## config.mk

```make
export PLATFORM = sky130hd
export DESIGN_NAME = decodifica_corriente
export DESIGN_NICKNAME = d
export VERILOG_FILES = /design/src/rtl/decodifica_corriente.sv
export SDC_FILE = /design/constraint.sdc
export NUM_CORES = 1
export LEC_CHECK = 0
export ABC_AREA = 1
export CORE_ASPECT_RATIO = 0.75
export CORE_MARGIN = 1
export CORE_UTILIZATION = 45
export CTS_BUF_LIST = sky130_fd_sc_hd__clkbuf_8
export CTS_CLUSTER_SIZE = 30
export DETAILED_ROUTE_END_ITERATION = 8
export PLACE_DENSITY_LB_ADDON = 0.05
export SYNTH_ARGS = -nofsm -noshare
export SYNTH_HDL_FRONTEND = slang
export SYNTH_SLANG_ARGS = --single-unit
```

## constraint.sdc

```tcl
create_clock -name clk -period 6.75 [get_ports clk]
set_clock_uncertainty 0.1 [all_clocks]
set_input_delay 1.35 -clock clk [delete_from_list [all_inputs] [get_ports clk]]
set_output_delay 1.35 -clock clk [all_outputs]
set_load 0.05 [all_outputs]
```

## src/rtl/decodifica_corriente.sv

```systemverilog
// Serial BCD keypad entry decoder for the current setpoint: echoes up to four digits and
// converts a confirmed entry to a 5-bit code (mA/50). Macro REDONDEO_EN: round down instead of rejecting.
module decodifica_corriente #(
    parameter int TIMEOUT_CICLOS = 50000000
) (
    input  logic       clk,
    input  logic       reset,
    input  logic [3:0] digito,
    input  logic       digito_valido,
    input  logic       borrar,
    input  logic       confirmar,
    output logic [4:0] Corriente,
    output logic       corriente_valida,
    output logic       error,
    output logic [3:0] Un,
    output logic [3:0] De,
    output logic [3:0] Ce,
    output logic [3:0] Mi,
    output logic [2:0] estado
);

    typedef enum logic [2:0] {
        ESPERA    = 3'd0,
        CAPTURA   = 3'd1,
        VALIDA    = 3'd2,
        RESULTADO = 3'd3,
        FALLO     = 3'd4
    } estado_t;

    localparam logic [3:0] BLANCO = 4'b1010;
    localparam int CW = (TIMEOUT_CICLOS > 2) ? $clog2(TIMEOUT_CICLOS) : 1;
    // The count is compared one short of TIMEOUT_CICLOS-1 so the entry is abandoned on the
    // same edge the counter would reach that value.
    localparam logic [CW-1:0] LIMITE = CW'(TIMEOUT_CICLOS - 2);

    estado_t       st;
    logic [CW-1:0] cnt;
    logic [3:0]    mi_v, ce_v, de_v, un_v;
    logic [13:0]   valor;
    logic [7:0]    codigo_ancho;
    logic          aprueba;
    logic          es_digito;

    assign estado    = st;
    assign es_digito = digito_valido && (digito < 4'd10);

    always_comb begin
        mi_v  = (Mi == BLANCO) ? 4'd0 : Mi;
        ce_v  = (Ce == BLANCO) ? 4'd0 : Ce;
        de_v  = (De == BLANCO) ? 4'd0 : De;
        un_v  = (Un == BLANCO) ? 4'd0 : Un;
        valor = 14'(mi_v) * 14'd1000 + 14'(ce_v) * 14'd100 + 14'(de_v) * 14'd10 + 14'(un_v);
`ifdef REDONDEO_EN
        codigo_ancho = 8'(mi_v) * 8'd20 + 8'(ce_v) * 8'd2 + {7'd0, (de_v >= 4'd5)};
        aprueba      = (valor <= 14'd1000);
`else
        codigo_ancho = 8'(mi_v) * 8'd20 + 8'(ce_v) * 8'd2 + {7'd0, (de_v == 4'd5)};
        aprueba      = (un_v == 4'd0) && ((de_v == 4'd0) || (de_v == 4'd5)) && (valor <= 14'd1000);
`endif
    end

    always_ff @(posedge clk) begin
        if (reset) begin
            st               <= ESPERA;
            cnt              <= '0;
            Corriente        <= 5'd0;
            corriente_valida <= 1'b0;
            error            <= 1'b0;
            Un               <= BLANCO;
            De               <= BLANCO;
            Ce               <= BLANCO;
            Mi               <= BLANCO;
        end else begin
            corriente_valida <= 1'b0;
            cnt              <= '0;
            case (st)
                VALIDA: begin
                    if (aprueba) begin
                        Corriente        <= codigo_ancho[4:0];
                        corriente_valida <= 1'b1;
                        Un               <= BLANCO;
                        De               <= BLANCO;
                        Ce               <= BLANCO;
                        Mi               <= BLANCO;
                        st               <= RESULTADO;
                    end else begin
                        error <= 1'b1;
                        st    <= FALLO;
                    end
                end
                RESULTADO: st <= ESPERA;
                default: begin
                    if (borrar) begin
                        error <= 1'b0;
                        Un    <= BLANCO;
                        De    <= BLANCO;
                        Ce    <= BLANCO;
                        Mi    <= BLANCO;
                        st    <= ESPERA;
                    end else if (st == ESPERA) begin
                        if (es_digito) begin
                            Un <= digito;
                            st <= CAPTURA;
                        end
                    end else if (st == CAPTURA) begin
                        // An accepted digit beats the timeout on the same edge.
                        if (confirmar) begin
                            st <= VALIDA;
                        end else if (es_digito && (Mi == BLANCO)) begin
                            Mi <= Ce;
                            Ce <= De;
                            De <= Un;
                            Un <= digito;
                        end else if (cnt == LIMITE) begin
                            Un <= BLANCO;
                            De <= BLANCO;
                            Ce <= BLANCO;
                            Mi <= BLANCO;
                            st <= ESPERA;
                        end else begin
                            cnt <= cnt + 1'b1;
                        end
                    end else if (st == FALLO) begin
                        if (es_digito) begin
                            error <= 1'b0;
                            Mi    <= BLANCO;
                            Ce    <= BLANCO;
                            De    <= BLANCO;
                            Un    <= digito;
                            st    <= CAPTURA;
                        end
                    end else begin
                        st <= ESPERA;
                    end
                end
            endcase
        end
    end

endmodule

```

Run 1, signal wires on met1:
The bar under the picture is 20 µm long. Supply wires on this layer in gray.
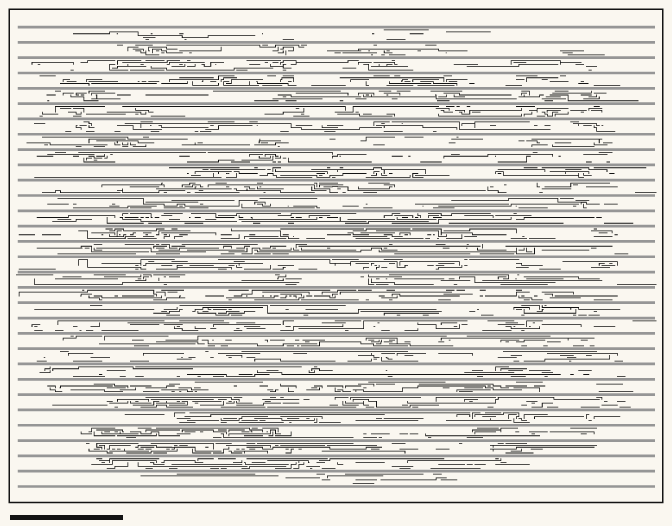
wire length on this layer: 6230 µm
main direction: horizontal
longest straight run: 49.7 µm
share of all routed wire: 58%
nets with wire on the layer: 666
routed wire length: 10.7 mm
via count: 4022

Run 1, M2 wires:
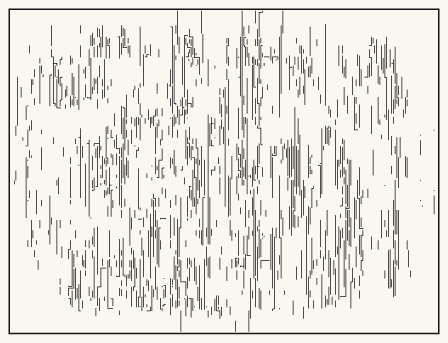
share of all routed wire: 37%
nets with wire on the layer: 564
met2 Resource Use GR: 0.306

==> Changelog: implementation, run 1 <==
### Metrics

* Clock buffer count at 5
* Area share, top type at 0.238
* Die area at 0.0101 mm²
* Outcome: finished, final reports clean
* # H-tree levels at 2
* GR peak layer: met1
* CP top delay family: adder cells
* Clock net power at 0.182 mW
* Net Sw Frac at 0.491
* Worst slew margin relative to its limit at 0.558
* RSZ-0062 raised after global routing: no
* Via density at 5.21
* Overall routing resource usage at 0.233
* Largest fanout on the critical path at 20
* Hold-fix buffers, CTS at 0
* Post-placement cell area at 0.00479 mm²
* Core area at 0.00923 mm²
* Root Buffer: clkbuf_8
* Most frequent cell after synthesis: nand2_1
* # nets final at 717
* Yosys adder share at 0.214
* R2r startpoint: Mi[0]$_SDFFE_PP0P_
* Number of enable flip-flop cells at 0
* Post-DRT Antenna Nets at 0
* Largest net degree at the start of global routing at 21
* Psw at 0.693 mW
* Nonclk buf count at 34
* CTS tree: built
* Main logic family: simple AND/OR/NAND/NOR gates
* CP startpoint: Mi[0]$_SDFFE_PP0P_
* Pwr top: combinational logic
* Hold depth at 2
* Tally of yosys warning messages at 0
* Yosys reg bits at 52
* Crit path to: Ce[3]$_SDFFE_PP1P_
* Die width at 116 µm
* Mapped Area at 0.00437 mm²
* Routability congestion estimate at 0.908
* Final Core Density at 0.529
* Tap Cells at 128
* WL per Instance at 13.9 µm
* Biggest area cells: dfxtp_1 24%, ha_1 14%, nand2_1 11%
* Initial antenna violation count at 0
* Sequential cell area share at 0.213
* VDD IR max at 0.211 mV
* DIE HEIGHT at 87.3 µm
* Sequential cell area at 0.00104 mm²
* Tool warning count at 30
* Clock-cell share at 0.0179
* Yosys Instances at 617
* CTS buffer count at 5
* Share of layout cells above drive strength 1 at 0.0590
* Ys async rst share at 0
* Final min period at 6.03 ns
* YS chip area at 0.00437 mm²
* HPWL Detailed at 8.81 mm
* Comb pwr at 0.899 mW
* Multi-input combinational area share at 0.589
* Gr ovfl total at 0
* IO buf count at 34
* Stages on worst setup path at 29
* Worst EP arrival at 6.13 ns
Run 1, M3 wires:
The bar under the picture is 20 µm long. Cells faint in the background.
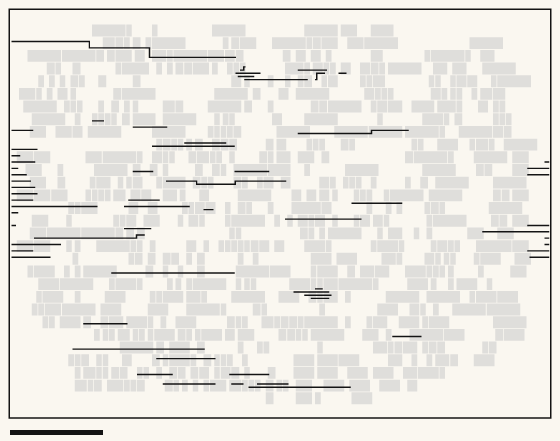
longest straight run: 28.1 µm
main direction: horizontal
wire length on this layer: 537 µm
met3 Resource Use GR: 0.0397

## run 1: metal layers
metal / wire, µm / vias up
met2: 3920 / 105
li1: - / 2068
met3: 537 / 4
met1: 6230 / 1845
met5: 0 / -
met4: 36 / 0
## run 1: registers in the layout, summed over array words and instances (netlist names)
signal	count
cnt	26
De	4
Un	4
Ce	4
Mi	4
estado	3
corriente_valida	1
error	1
Corriente	5
## run 1: metrics by stage
stage          std cells  hold slack [ns]  power (mW)
2_1_floorplan        617            0.317        1.02
3_3_place_gp         764            0.330        1.21
3_5_place_dp         764            0.338        1.22
4_1_cts              772            0.356        1.40
5_1_grt              772            0.370        1.56
6_report             772            0.357        1.41
## run 1: what timing repair did
item / in CTS / in global routing
gates resized: 0 / 2
endpoints found under the hold margin: 0 / 0
endpoints found under the setup margin: 0 / 12
Run 1, selected gate families:
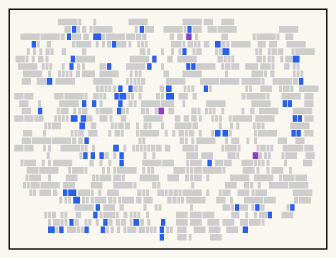

==> run 2: changes to the inputs <==
--- a/config.mk
+++ b/config.mk
@@ -9,7 +9,7 @@
 export CORE_ASPECT_RATIO = 0.75
 export CORE_MARGIN = 1
 export CORE_UTILIZATION = 45
-export CTS_BUF_LIST = sky130_fd_sc_hd__clkbuf_8
+export CTS_BUF_LIST = sky130_fd_sc_hd__clkbuf_2
 export CTS_CLUSTER_SIZE = 30
 export DETAILED_ROUTE_END_ITERATION = 8
 export PLACE_DENSITY_LB_ADDON = 0.05
==> constraint.sdc (replaced) <==
create_clock -name clk -period 6.75 [get_ports clk]
set_clock_uncertainty 0.1 [all_clocks]
set_input_delay 1.35 -clock clk [delete_from_list [all_inputs] [get_ports clk]]
set_output_delay 1.35 -clock clk [all_outputs]
set_load 0.02 [all_outputs]
Run 2, selected gate families:
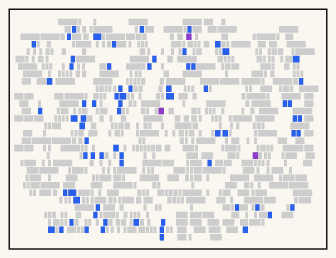
| family | color | cells | most used |
|---|---|---|---|
| inverting AOI/OAI gates | blue | 71 | a21oi_1 |
| AND and OR gates | purple | 3 | or2_2 |
Post-Layout Cell Count: 772
multi-input combinational area share: 0.595
most frequent logic cell in the layout: nand2_1

==> Changelog: implementation, run 2 <==
### Metrics

* Outcome: finished, final reports clean
* CTS tree: built
* YS chip area at 0.00437 mm²
* WL per Instance at 13.9 µm
* Via count at 4014
* Die width at 116 µm
* Hold-fix buffers, CTS at 0
* Share of layout cells above drive strength 1 at 0.0590
* Post-CTS resize count at 0
* I/O pin count at 35
* Met1 WL at 6.14 mm
* Cells on worst reg2reg path at 30
* IO buf count at 34
* Yosys reg bits at 52
* Clock net power at 0.130 mW
* Comb pwr at 0.883 mW
* Sequential cell area share at 0.215
* Final min period at 6.04 ns
* Worst EP arrival at 6.36 ns
* CP startpoint: Mi[0]$_SDFFE_PP0P_
* Initial antenna violation count at 0
* Gr ovfl total at 0
* Core area at 0.00923 mm²
* Tally of yosys warning messages at 0
* Sequential cell area at 0.00104 mm²
* Synth unique cells at 43
* Yosys Instances at 617
* Pwr top: combinational logic
* Reg clk slew, reported paths at 0.27 ns
* # nets final at 717
* Synth Seq Share at 0.238
* Overall routing resource usage at 0.233
* CTS buffer count at 5
* Hold depth at 2
* Root Buffer: clkbuf_2
* Mapped Nets at 691
* GR peak layer: met1
* Met2 Resource Use GR at 0.305
* Met3 Resource Use GR at 0.0376
* Biggest regs: cnt: 26 flops, Corriente: 5 flops
* Inverters at 100
* Stages on worst setup path at 30
* Via density at 5.20
* DR WL met2 at 3.92 mm
* Tap Cells at 128
* Psw at 0.671 mW
* Crit path to: De[0]$_SDFFE_PP0P_
* Insertion delay at the late pin of the worst-skew pair at 0.47 ns
* CP top delay family: adder cells
* Tool warning count at 30
* Clock-cell share at 0.00904
* Biggest area cells: dfxtp_1 24%, ha_1 14%, nand2_1 11%
* Crit Path Class: flop to flop
* HPWL Detailed at 8.81 mm
* Mapped Avg Cell Area at 7.08 µm²
* VDD IR max at 0.210 mV
* Post-DRT Antenna Nets at 0
* R2r startpoint: Mi[0]$_SDFFE_PP0P_
* Ys async rst share at 0
* Clock buffer count at 5
* Nonclk buf count at 34
* Most used cell, CP: ha_1
* Comb power frac at 0.657
* Mapped Area at 0.00437 mm²
* Fp_density at 0.473
* Die area at 0.0101 mm²
* Worst slew margin relative to its limit at 0.551
* Number of enable flip-flop cells at 0
* RSZ-0062 raised after global routing: no
* Top Layout Cells: 133 x nand2_1, 95 x inv_1, 53 x nor2_1
* Met3 WL post-DR at 600 µm
* DIE HEIGHT at 87.3 µm
* Largest fanout on the critical path at 20
* Largest net degree at the start of global routing at 21
* Net Sw Frac at 0.500
* Area share, top type at 0.238
* Most flop-heavy register: cnt
* # H-tree levels at 2
* DRC viols at 0
* Routability congestion estimate at 0.908
* Most frequent cell after synthesis: nand2_1
* Top layer used by detailed routing: met4
* Max reg flops at 26
* Routed wire length at 10.7 mm
-- run 2: cells by family after synthesis --
group	synth area share
adders and majority gates	0.214
and+or+nand+nor	0.308
buffers and inverters	0.104
DFF	0.238
xor gates and xnor gates	0.0321
AOI/OAI and AO/OA	0.103
-- run 2: stage by stage --
stage | hold slack [ns] | std cells | util | total power, mW | cell area (µm²)
after floorplan | 0.317 | 617 | - | 0.998 | 4370
after global placement | 0.330 | 764 | 0.519 | 1.19 | 4790
after detailed placement | 0.338 | 764 | 0.519 | 1.20 | 4790
after CTS | 0.370 | 772 | 0.523 | 1.34 | 4830
after global routing | 0.381 | 772 | 0.524 | 1.49 | 4840
final | 0.372 | 772 | 0.524 | 1.34 | 4840
==> run 3: changes to the inputs <==
--- a/config.mk
+++ b/config.mk
@@ -10,6 +10,7 @@
 export CORE_MARGIN = 1
 export CORE_UTILIZATION = 45
 export CTS_BUF_LIST = sky130_fd_sc_hd__clkbuf_2
+export CTS_CLUSTER_DIAMETER = 50
 export CTS_CLUSTER_SIZE = 30
 export DETAILED_ROUTE_END_ITERATION = 8
 export PLACE_DENSITY_LB_ADDON = 0.05
Run 3, M3 wires:
The bar under the picture is 20 µm long. Cells faint in the background.
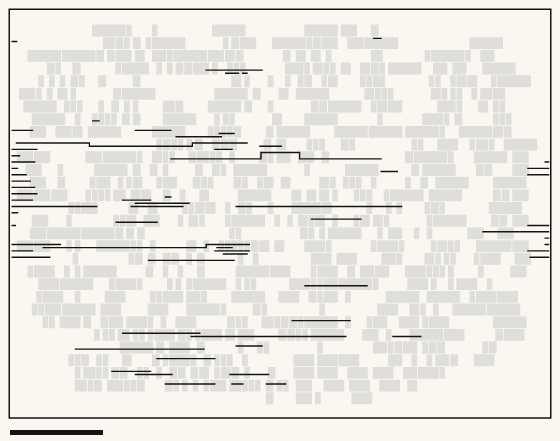
share of all routed wire: 5.6%
main direction: horizontal
nets with wire on the layer: 60
longest straight run: 35.4 µm
met3 Resource Use GR: 0.0376
routed wire length: 10.7 mm
via count: 4014

==> Changelog: implementation, run 3 <==
### Metrics

* Most used cell, CP: ha_1
* Crit Path Class: flop to flop
* # H-tree levels at 2
* Comb pwr at 0.883 mW
* Outcome: finished, final reports clean
* CP startpoint: Mi[0]$_SDFFE_PP0P_
* Biggest regs: cnt: 26 flops, Corriente: 5 flops
* Mapped Area at 0.00437 mm²
* R2r startpoint: Mi[0]$_SDFFE_PP0P_
* Max reg flops at 26
* IO buf count at 34
* Reg clk slew, reported paths at 0.27 ns
* DIE HEIGHT at 87.3 µm
* Share of total power in the clock network at 0.097
* VDD IR max at 0.210 mV
* Most frequent logic cell in the layout: nand2_1
* Overall routing resource usage at 0.233
* DP Cell Count at 764
* Pwr Total at 1.34 mW
* Yosys Instances at 617
* Insertion delay at the late pin of the worst-skew pair at 0.47 ns
* YS chip area at 0.00437 mm²
* Fmax at 165 MHz
* Met1 WL at 6.14 mm
* CTS buffer count at 5
* Crit path to: De[0]$_SDFFE_PP0P_
* Top layer used by detailed routing: met4
* Yosys reg bits at 52
* WL per Instance at 13.9 µm
* Met3 WL post-DR at 600 µm
* Post-Layout Cell Count at 772
* Comb power frac at 0.657
* Mapped Avg Cell Area at 7.08 µm²
* Mapped Nets at 691
* Share of layout cells above drive strength 1 at 0.0590
* Std-Cell Rows at 30
* Tally of yosys warning messages at 0
* Final Core Density at 0.524
* Gr ovfl total at 0
* Tool warning count at 30
* Worst slew margin relative to its limit at 0.551
* Worst EP arrival at 6.36 ns
* Most frequent cell after synthesis: nand2_1
* DR WL met2 at 3.92 mm
* Stages on worst setup path at 30
* Fin. max-slew vios at 0
* Die area at 0.0101 mm²
* Post-DRT Antenna Nets at 0
* Hold-fix buffers, CTS at 0
* Psw at 0.671 mW
* Hold depth at 2
* I/O pin count at 35
* Initial antenna violation count at 0
* Largest fanout on the critical path at 20
* DRC viols at 0
* Biggest area cells: dfxtp_1 24%, ha_1 14%, nand2_1 11%
* RSZ-0062 raised after global routing: no
* Post-placement cell area at 0.00479 mm²
* Ys async rst share at 0
* CP top delay family: adder cells
* Root Buffer: clkbuf_2
* Die width at 116 µm
* Largest net degree at the start of global routing at 21
* Met2 Resource Use GR at 0.305
* Top Layout Cells: 133 x nand2_1, 95 x inv_1, 53 x nor2_1
* Routability congestion estimate at 0.908
* Net Sw Frac at 0.500
* Area share, top type at 0.238
* HPWL Detailed at 8.81 mm
* Pwr top: combinational logic
* CTS tree: built
* Most flop-heavy register: cnt
* # nets final at 717
* Clock net power at 0.130 mW
* Max Cap Violations at 0
* Place WS at 0.537 ns
* Cells on worst reg2reg path at 30
* Hold Path Class: flop to flop
* Synth unique cells at 43
* Core area at 0.00923 mm²
* Hold Slack at 0.372 ns
* Post-CTS resize count at 0
* Via density at 5.20
* GR peak layer: met1
* Synth Seq Share at 0.238
## run 3: layout make-up
| cell class | instances | area (µm²) | area share |
|---|---|---|---|
| Clock inverter | 3 | 18.8 | 0.00388 |
| Sequential cell | 52 | 1040 | 0.215 |
| Inverter | 100 | 375 | 0.0775 |
| Timing Repair Buffer | 34 | 340 | 0.0703 |
| Tap cell | 128 | 160 | 0.0331 |
| Multi-Input combinational cell | 450 | 2880 | 0.595 |
| Clock buffer | 5 | 25.0 | 0.00517 |
## run 3: cell families after synthesis
group | share of synthesized area
AND-OR/OR-AND | 0.103
XOR/XNOR | 0.0321
adder cells (fa/ha/maj) | 0.214
buffers and inverters | 0.104
flip-flops | 0.238
AND/OR/NAND/NOR | 0.308
Power figures rest on the tool's default switching activity, not on a simulated workload.
